==> src/rtl/barcode_frame_ctrl.sv <==
// Frames ASCII barcode digits from a UART byte stream into packed BCD.
// Optional EAN check-digit verification when BARCODE_CHECKSUM_EN is defined.
module barcode_frame_ctrl #(
    parameter int MIN_DIGITS     = 8,
    parameter int MAX_DIGITS     = 13,
    parameter int TIMEOUT_CYCLES = 500000
) (
    input  logic        clk,
    input  logic        rst_n,
    input  logic [7:0]  rx_data,
    input  logic        rx_valid,
    output logic [51:0] code_bcd,
    output logic [3:0]  code_len,
    output logic        code_valid,
    input  logic        code_ready,
    output logic        err_valid,
    output logic [2:0]  err_code
);
    localparam int CW = $clog2(TIMEOUT_CYCLES + 1);
    localparam logic [CW-1:0] TMO_LAST = CW'(TIMEOUT_CYCLES - 1);
    localparam logic [3:0] MINL = 4'(MIN_DIGITS);
    localparam logic [3:0] MAXL = 4'(MAX_DIGITS);

    localparam logic [2:0] E_BADCHAR  = 3'd1;
    localparam logic [2:0] E_OVERFLOW = 3'd2;
    localparam logic [2:0] E_SHORT    = 3'd3;
    localparam logic [2:0] E_TIMEOUT  = 3'd4;
    localparam logic [2:0] E_OVERRUN  = 3'd5;
`ifdef BARCODE_CHECKSUM_EN
    localparam logic [2:0] E_CHECKSUM = 3'd6;
`endif

    typedef enum logic [2:0] {
        S_IDLE,
`ifdef BARCODE_CHECKSUM_EN
        S_CHECK,
`endif
        S_COLLECT,
        S_HOLD,
        S_DISCARD
    } state_t;

    state_t          state_q, state_d;
    logic [CW-1:0]   cnt_q, cnt_d;
    logic [51:0]     bcd_q, bcd_d;
    logic [3:0]      len_q, len_d;
    logic            errv_q, errv_d;
    logic [2:0]      errc_q, errc_d;

    logic is_digit;
    logic is_term;
    logic tmo;

    assign is_digit = (rx_data >= 8'h30) && (rx_data <= 8'h39);
    assign is_term  = (rx_data == 8'h0D) || (rx_data == 8'h0A);
    assign tmo      = !rx_valid && (cnt_q == TMO_LAST);

`ifdef BARCODE_CHECKSUM_EN
    logic [9:0] sum;
    logic [3:0] par;
    logic [3:0] chk;
    logic [3:0] last;
    logic       chk_en;

    // Weight 3 lands on the digit just left of the check digit.
    always_comb begin
        sum  = '0;
        par  = '0;
        last = '0;
        for (int i = 0; i < MAX_DIGITS; i++) begin
            if (4'(i) == len_q - 4'd1) begin
                last = bcd_q[4*i +: 4];
            end
            if (4'(i) < len_q - 4'd1) begin
                par = len_q - 4'd2 - 4'(i);
                if (!par[0]) begin
                    sum = sum + 10'(bcd_q[4*i +: 4]) * 10'd3;
                end else begin
                    sum = sum + 10'(bcd_q[4*i +: 4]);
                end
            end
        end
        chk    = 4'((10'd10 - (sum % 10'd10)) % 10'd10);
        chk_en = (len_q == 4'd13) || (len_q == 4'd8);
    end
`endif

    always_comb begin
        state_d = state_q;
        cnt_d   = cnt_q;
        bcd_d   = bcd_q;
        len_d   = len_q;
        errv_d  = 1'b0;
        errc_d  = 3'd0;

        if (rx_valid) begin
            cnt_d = '0;
        end else begin
            cnt_d = cnt_q + CW'(1);
        end

        unique case (state_q)
            S_IDLE: begin
                if (rx_valid && is_digit) begin
                    bcd_d      = '1;
                    bcd_d[3:0] = rx_data[3:0];
                    len_d      = 4'd1;
                    state_d    = S_COLLECT;
                end else if (rx_valid && !is_term) begin
                    errv_d  = 1'b1;
                    errc_d  = E_BADCHAR;
                    state_d = S_DISCARD;
                end
            end
            S_COLLECT: begin
                if (rx_valid) begin
                    if (is_digit) begin
                        if (len_q == MAXL) begin
                            errv_d  = 1'b1;
                            errc_d  = E_OVERFLOW;
                            state_d = S_DISCARD;
                        end else begin
                            bcd_d[4*int'(len_q) +: 4] = rx_data[3:0];
                            len_d = len_q + 4'd1;
                        end
                    end else if (is_term) begin
                        if (len_q < MINL) begin
                            errv_d  = 1'b1;
                            errc_d  = E_SHORT;
                            state_d = S_IDLE;
                        end else begin
`ifdef BARCODE_CHECKSUM_EN
                            state_d = S_CHECK;
`else
                            state_d = S_HOLD;
`endif
                        end
                    end else begin
                        errv_d  = 1'b1;
                        errc_d  = E_BADCHAR;
                        state_d = S_DISCARD;
                    end
                end else if (tmo) begin
                    errv_d  = 1'b1;
                    errc_d  = E_TIMEOUT;
                    state_d = S_IDLE;
                end
            end
`ifdef BARCODE_CHECKSUM_EN
            S_CHECK: begin
                if (rx_valid) begin
                    errv_d = 1'b1;
                    errc_d = E_OVERRUN;
                end
                if (!chk_en || (chk == last)) begin
                    state_d = S_HOLD;
                end else begin
                    errv_d  = 1'b1;
                    errc_d  = E_CHECKSUM;
                    state_d = S_IDLE;
                end
            end
`endif
            S_HOLD: begin
                if (rx_valid) begin
                    errv_d = 1'b1;
                    errc_d = E_OVERRUN;
                end
                if (code_ready) begin
                    state_d = S_IDLE;
                end
            end
            S_DISCARD: begin
                if ((rx_valid && is_term) || tmo) begin
                    state_d = S_IDLE;
                end
            end
            default: state_d = S_IDLE;
        endcase

        // Only an in-frame wait may accumulate idle time.
        if (state_d != S_COLLECT && state_d != S_DISCARD) begin
            cnt_d = '0;
        end
    end

    always_ff @(posedge clk or negedge rst_n) begin
        if (!rst_n) begin
            state_q <= S_IDLE;
            cnt_q   <= '0;
            bcd_q   <= '1;
            len_q   <= '0;
            errv_q  <= 1'b0;
            errc_q  <= 3'd0;
        end else begin
            state_q <= state_d;
            cnt_q   <= cnt_d;
            bcd_q   <= bcd_d;
            len_q   <= len_d;
            errv_q  <= errv_d;
            errc_q  <= errc_d;
        end
    end

    assign code_bcd   = bcd_q;
    assign code_len   = len_q;
    assign code_valid = (state_q == S_HOLD);
    assign err_valid  = errv_q;
    assign err_code   = errc_q;

endmodule

==> config.mk <==
export PLATFORM = sky130hd
export DESIGN_NAME = barcode_frame_ctrl
export DESIGN_NICKNAME = d
export VERILOG_FILES = /design/src/rtl/barcode_frame_ctrl.sv
export SDC_FILE = /design/constraint.sdc
export NUM_CORES = 1
export LEC_CHECK = 0
export ABC_AREA = 1
export CAP_MARGIN = 10
export CORE_MARGIN = 3
export CORE_UTILIZATION = 70
export CTS_BUF_LIST = sky130_fd_sc_hd__clkbuf_4 sky130_fd_sc_hd__clkbuf_8
export DETAILED_ROUTE_END_ITERATION = 12
export DONT_BUFFER_PORTS = 1
export PLACE_DENSITY = 0.86
export SLEW_MARGIN = 20
export SYNTH_ARGS = -nofsm -noshare
export SYNTH_HDL_FRONTEND = slang
export SYNTH_SLANG_ARGS = --single-unit
==> constraint.sdc <==
create_clock -name clk -period 3.4 [get_ports clk]
set_clock_uncertainty 0.05 [all_clocks]
set_input_delay 0.85 -clock clk [delete_from_list [all_inputs] [get_ports clk]]
set_output_delay 0.85 -clock clk [all_outputs]
set_load 0.01 [all_outputs]
**Sequential cells grouped by signal name**

Drawn at 4 px/µm.
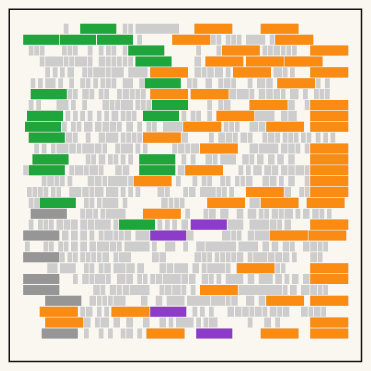
legend:
  `cnt_q`:
    colour: green
    flops: 19
  `code_len`:
    colour: purple
    flops: 4
    where: bottom centre
  `code_bcd`:
    colour: orange
    flops: 52
area of all sequential standard cells: 2120 µm²
share of the core filled with cells: 76.3%

**Nets reached from selected ports**

Drawn at 4 px/µm.
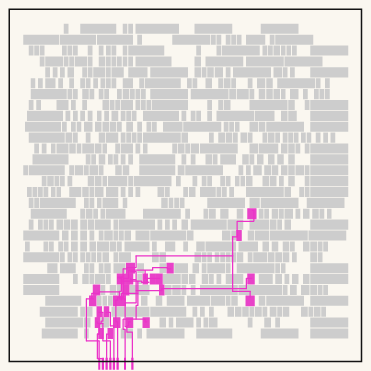
legend:
  `rx_data`:
    colour: magenta
    bits: 8
    direction: input
    edge: bottom
    end_cells: 24
    buffers: 0
    wire: 303 µm

**The clock network**

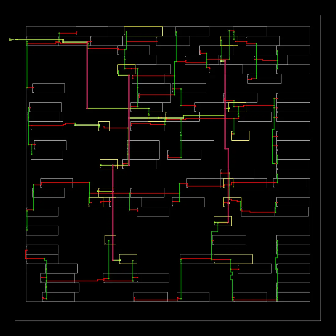
Clock Sinks: 82
final-layout clock buffer total: 10
power consumed by the clock network: 820 µW

**Selected gate families**

Drawn at 6 px/µm.
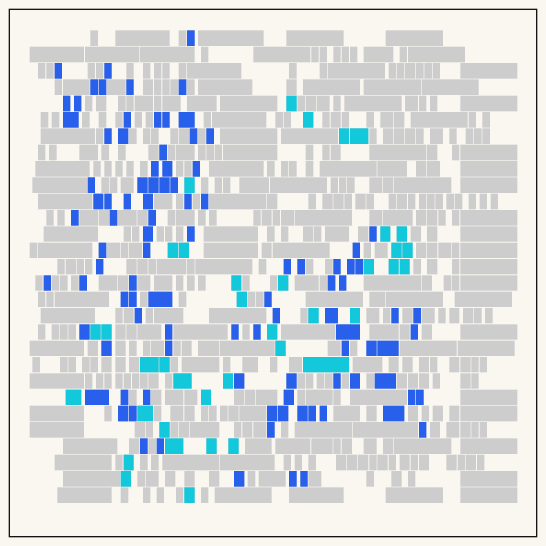
legend:
  NOR gates:
    colour: blue
    cells: 99
  inverting AOI/OAI gates:
    colour: cyan
    cells: 38
top logic cell by instance count in the layout: sky130_fd_sc_hd__nand2_1
Finished Layout Cells: 693
fraction of area in multi-input gates: 43.9%

**Placement density heat map**

Drawn at 3 px/µm. The die is cut into 9 by 9 equal tiles; dark purple is low, yellow is high, 0 to 100% covered.
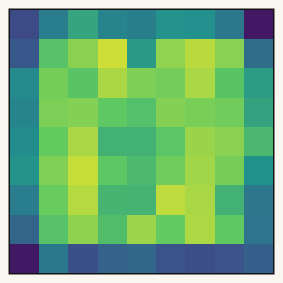
mean over tiles: 63%
fullest tile: 92%
tiles over 75% full: 41%

==> run_results.csv <==
group,metric,value,unit
setup_path,critical_path_arrival,2640,ps
yosys,common_cells,"sky130_fd_sc_hd__nand2_1 (160), sky130_fd_sc_hd__nand3_1 (92), sky130_fd_sc_hd__inv_1 (71), sky130_fd_sc_hd__nor2_1 (70), sky130_fd_sc_hd__dfstp_2 (52)",
cells_and_area,flops,82,
setup_path,cp_max_fo,20,
place,pre_cts_ws,880,ps
min_path,hold_class,"input pin to asynchronous set/reset pin",
setup_path,rr_startpoint,"cnt_q[0]",
clock_network,clk-insertion-delay-late,360,ps
sta,drv_slew,0,
global_routing,groute.layer.met1.usage,36.2,%
cells_and_area,clock_tree_area_fraction,4.78,%
global_routing,grt.met3_usage,6.68,%
cells_and_area,combinational_gate_area,2150,µm²
place,port_buffers,0,
drt,dr.max_layer_used,"met4",
setup_path,crit_path_max_incr_delay,540,ps
cells_and_area,dominant-cell-class,"logic gates",
yosys,netlist_instances,618,
global_routing,global_route.overflow_total,0,
cells_and_area,most-common-layout-cells,"sky130_fd_sc_hd__nand2_1 (160), sky130_fd_sc_hd__nand3_1 (92), sky130_fd_sc_hd__inv_1 (71), sky130_fd_sc_hd__nor2_1 (70), sky130_fd_sc_hd__dfstp_2 (52)",
pwr,power_density,913,nW/µm²
yosys,synth.mux.area_fraction,0,%
clock_network,postCtsResizedCells,0,
global_routing,grt_max_degree,83,
sta,slew-limit-headroom,49.6,%
yosys,synth-edff-count,0,
clock_network,cts.reportedPaths.clkPinSlew,90,ps
drt,routedLengthMet1,4320,µm
sta,hold_viol,0,
yosys,synth_cell_types,36,
floorplanning,dieHeight,87.7,µm
sta,worst_pin_slew,754,ps
pwr,p_comb,1710,µW
pwr,p_seq_share,43.5,%
yosys,fa_ha_area_share,1.34,%
sta,setup_slack,952,ps
global_routing,number_of_global_route_vias_before_repair,3910,
place,hpwlAfterDp,7680,µm
yosys,synthDominantCellAreaShare,29.3,%
global_routing,gr-usage-all-layers,29.4,%
job,max-cap-violations,0,
setup_path,startpoint_type,"flip-flop",
yosys,ys_seq_share,45.3,%
yosys,floorplan.nets,635,
sta,hold_slack,129,ps
pwr,power_switching,2020,µW
sta,final_period_minus_worst_setup_slack,2450,ps
yosys,ys_chip_area,4670,µm²
cells_and_area,sequential_share_of_cell_area,43.2,%
run_status,status,"complete, no violations",
yosys,post-synth-top-count-cell,"sky130_fd_sc_hd__nand2_1",
drt,route.detailed.drc,0,
drt,dr.first_iter.drc_count,249,
drt,routed_wl,10500,µm
pwr,comb_power_share,38.1,%
floorplanning,floorplan.core_area,6420,µm²
setup_path,critPathCaptureType,"flip-flop",
pwr,power_report.internal_total,2460,µW
clock_network,cts-root-buf,"sky130_fd_sc_hd__clkbuf_8",
clock_network,htree_num_levels,3,
floorplanning,die_area,7690,µm²
yosys,yosys-dominant-comb-family,"simple AND/OR/NAND/NOR gates",
setup_path,rr_endpoint,"cnt_q[17]",
setup_path,timing.critical_path.mode_cell,"sky130_fd_sc_hd__nand3_1",
floorplanning,tap-cell-count,77,
yosys,share_of_flip_flops_with_an_asynchronous_set_or_reset_after_synthesis,100,%
drt,via_count,4099,
sta,setup_total_negative_slack,0,ps
yosys,synth.ff_latch_count,82,
place,gpl.final_weighted_congestion,0.966,
## metrics by stage
step                cells  utilization, %
finish                693            76.3
global placement      677            72.6
CTS                   693            76.3
global route          693            76.3
floorplan             618               -
detailed placement    677            72.6
## worst max path at each step
stage,startpoint,to,slack [ps]
after floorplan,code_len[0],code_bcd[4],1330
after global placement,rx_data[7],code_bcd[19],930
after CTS,cnt_q[0],cnt_q[17],980
final,cnt_q[0],cnt_q[17],950
after detailed placement,rx_data[7],code_bcd[19],880
after global routing,state_q[1],code_bcd[1],660
## sequential cells by signal, summed over array words and instances, names as in the netlist
name	flops
err_valid	1
code_bcd	52
cnt_q	19
err_code	3
state_q	3
code_len	4
Power is estimated from default activity; no workload was simulated.
